<file path="src/rtl/par_word_packer_if.sv">
// par_word_packer_if: packer bus (a_in, word_ready in; word_out/word_valid/level/ovf out)
interface par_word_packer_if #(parameter int WORD_W = 8, parameter int DEPTH = 4);
  logic                       a_in;
  logic [WORD_W-1:0]          word_out;
  logic                       word_valid;
  logic                       word_ready;
  logic [$clog2(DEPTH+1)-1:0] level;
  logic                       ovf;
  modport master (output a_in, word_ready, input word_out, word_valid, level, ovf);
  modport slave  (input a_in, word_ready, output word_out, word_valid, level, ovf);
endinterface

</file>
<file path="src/rtl/par_word_packer.sv">
// par_word_packer: packs every third a_in bit into WORD_W words, FWFT FIFO out; ports clk, rst, bus(a_in, word_out, word_valid, word_ready, level, ovf)
module par_word_packer #(
  parameter int WORD_W = 8,
  parameter int DEPTH  = 4,
  parameter int PHASE  = 0
) (
  input logic            clk,
  input logic            rst,
  par_word_packer_if.slave bus
);
  localparam int AW = $clog2(DEPTH);
  localparam int LW = $clog2(DEPTH+1);
  localparam int BW = $clog2(WORD_W);
  logic [1:0]        ph_q, ph_d;
  logic [BW-1:0]     bc_q, bc_d;
  logic [WORD_W-1:0] sr_q, sr_d, word;
  logic [AW:0]       wp_q, wp_d, rp_q, rp_d;
  logic              ovf_q, ovf_d;
  logic [WORD_W-1:0] mem_q [DEPTH];
  logic              samp, push, pop, wr, full, empty;
  always_comb begin
    samp  = ph_q == 2'(PHASE);
    word  = {bus.a_in, sr_q[WORD_W-1:1]};
    push  = samp && bc_q == BW'(WORD_W-1);
    full  = wp_q[AW] != rp_q[AW] && wp_q[AW-1:0] == rp_q[AW-1:0];
    empty = wp_q == rp_q;
    pop   = !empty && bus.word_ready;
    // a full FIFO still accepts the word when the head leaves on the same edge
    wr    = push && (!full || pop);
    ph_d  = ph_q == 2'd2 ? 2'd0 : ph_q + 2'd1;
    bc_d  = samp ? (push ? '0 : bc_q + 1'b1) : bc_q;
    sr_d  = samp ? word : sr_q;
    wp_d  = wr ? wp_q + 1'b1 : wp_q;
    rp_d  = pop ? rp_q + 1'b1 : rp_q;
    ovf_d = ovf_q | (push && full && !pop);
  end
  always_ff @(posedge clk) begin
    if (rst) begin
      ph_q  <= '0;
      bc_q  <= '0;
      sr_q  <= '0;
      wp_q  <= '0;
      rp_q  <= '0;
      ovf_q <= 1'b0;
    end else begin
      ph_q  <= ph_d;
      bc_q  <= bc_d;
      sr_q  <= sr_d;
      wp_q  <= wp_d;
      rp_q  <= rp_d;
      ovf_q <= ovf_d;
    end
  end
  always_ff @(posedge clk)
    if (!rst && wr) mem_q[wp_q[AW-1:0]] <= word;
  assign bus.word_out   = empty ? '0 : mem_q[rp_q[AW-1:0]];
  assign bus.word_valid = !empty;
  assign bus.level      = LW'(wp_q - rp_q);
  assign bus.ovf        = ovf_q;
endmodule
</file>
<file path="src/flat_wrapper.sv">
// flat-port wrapper written by rule: the top's interface ports become plain ports
module par_word_packer_flat 
#(
  parameter int WORD_W = 8,
  parameter int DEPTH  = 4,
  parameter int PHASE  = 0
)
  (clk, rst, bus_a_in, bus_word_ready, bus_word_out, bus_word_valid, bus_level, bus_ovf);
  par_word_packer_if #(.WORD_W(WORD_W), .DEPTH(DEPTH)) bus_i ();
  input logic clk;
  input logic rst;
  input wire logic [$bits(bus_i.a_in)-1:0] bus_a_in;
  input wire logic [$bits(bus_i.word_ready)-1:0] bus_word_ready;
  output wire logic [$bits(bus_i.word_out)-1:0] bus_word_out;
  output wire logic [$bits(bus_i.word_valid)-1:0] bus_word_valid;
  output wire logic [$bits(bus_i.level)-1:0] bus_level;
  output wire logic [$bits(bus_i.ovf)-1:0] bus_ovf;
  assign bus_i.a_in = bus_a_in;
  assign bus_i.word_ready = bus_word_ready;
  assign bus_word_out = bus_i.word_out;
  assign bus_word_valid = bus_i.word_valid;
  assign bus_level = bus_i.level;
  assign bus_ovf = bus_i.ovf;
  par_word_packer #(.WORD_W(WORD_W), .DEPTH(DEPTH), .PHASE(PHASE)) u_core (.clk(clk), .rst(rst), .bus(bus_i));
endmodule
</file>
<file path="config.mk">
export PLATFORM = sky130hd
export DESIGN_NAME = par_word_packer_flat
export DESIGN_NICKNAME = d
export VERILOG_FILES = /design/src/rtl/par_word_packer_if.sv /design/src/rtl/par_word_packer.sv /design/src/flat_wrapper.sv
export SDC_FILE = /design/constraint.sdc
export NUM_CORES = 1
export LEC_CHECK = 0
export CAP_MARGIN = 20
export CORE_ASPECT_RATIO = 1.25
export CORE_MARGIN = 2
export CORE_UTILIZATION = 30
export DETAILED_ROUTE_END_ITERATION = 16
export PLACE_DENSITY = 0.57
export SLEW_MARGIN = 0
export SYNTH_ARGS = -nofsm -noshare
export SYNTH_HDL_FRONTEND = slang
export SYNTH_SLANG_ARGS = --single-unit
</file>
<file path="constraint.sdc">
create_clock -name clk -period 3.31 [get_ports clk]
set_input_delay 0.662 -clock clk [delete_from_list [all_inputs] [get_ports clk]]
set_output_delay 0.662 -clock clk [all_outputs]
set_load 0.02 [all_outputs]
</file>
==> reports/metrics.csv <==
metric,value,unit
slew_headroom,0.640,
num_tap_cells,92,
area_growth,15.3,%
top_area_frac,0.422,
status,finished clean,
largest_register_ffs,32,
vias_per_cell,4.45,
gr-total-overflow,0,
path_max_fanout,10,
cp.depth,6,
postLayoutCoreUtil,0.357,
drt-met1-wl,1580,um
htreeDepth,2,
syn_inst,159,
ys_seq_share,0.607,
numSequentialCells,53,
sequentialPowerShare,0.552,
postCtsSetupRepairBufs,0,
ys_cells,159,
num_antenna_cells,0,
ant_nets,0,
edf_count,32,
seq-cell-share,0.526,
end_kind,output pin,
inv_count,11,
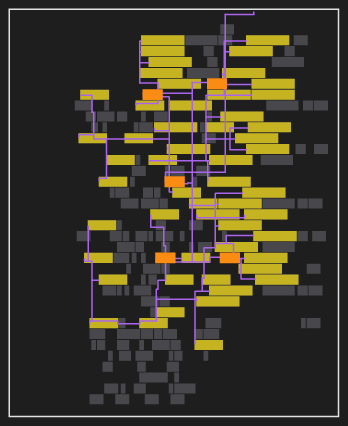
(clock wires, drivers and flops)
Scale: 4 px per um.
[orange] cells driving clock nets | count: 5
[purple] clock wires | length: 557 um
[yellow] flip-flops | count: 53
routed clock nets: 6
clk_lat worst skew: 300 ps
clock share of power: 0.253
Power Clock: 0.342 mW

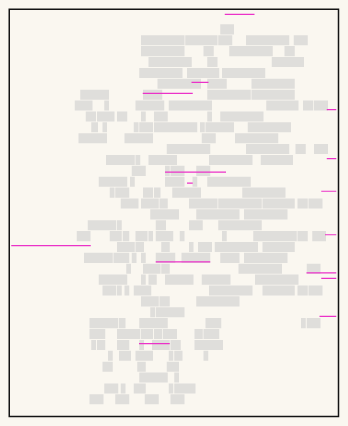
(met3 routing)
Scale: 4 px per um.
share of all routed wire: 3.0%
wire length on this layer: 104 um
longest straight run: 19.6 um
nets with wire on the layer: 11
main direction: horizontal

Power is estimated from default activity; no workload was simulated.
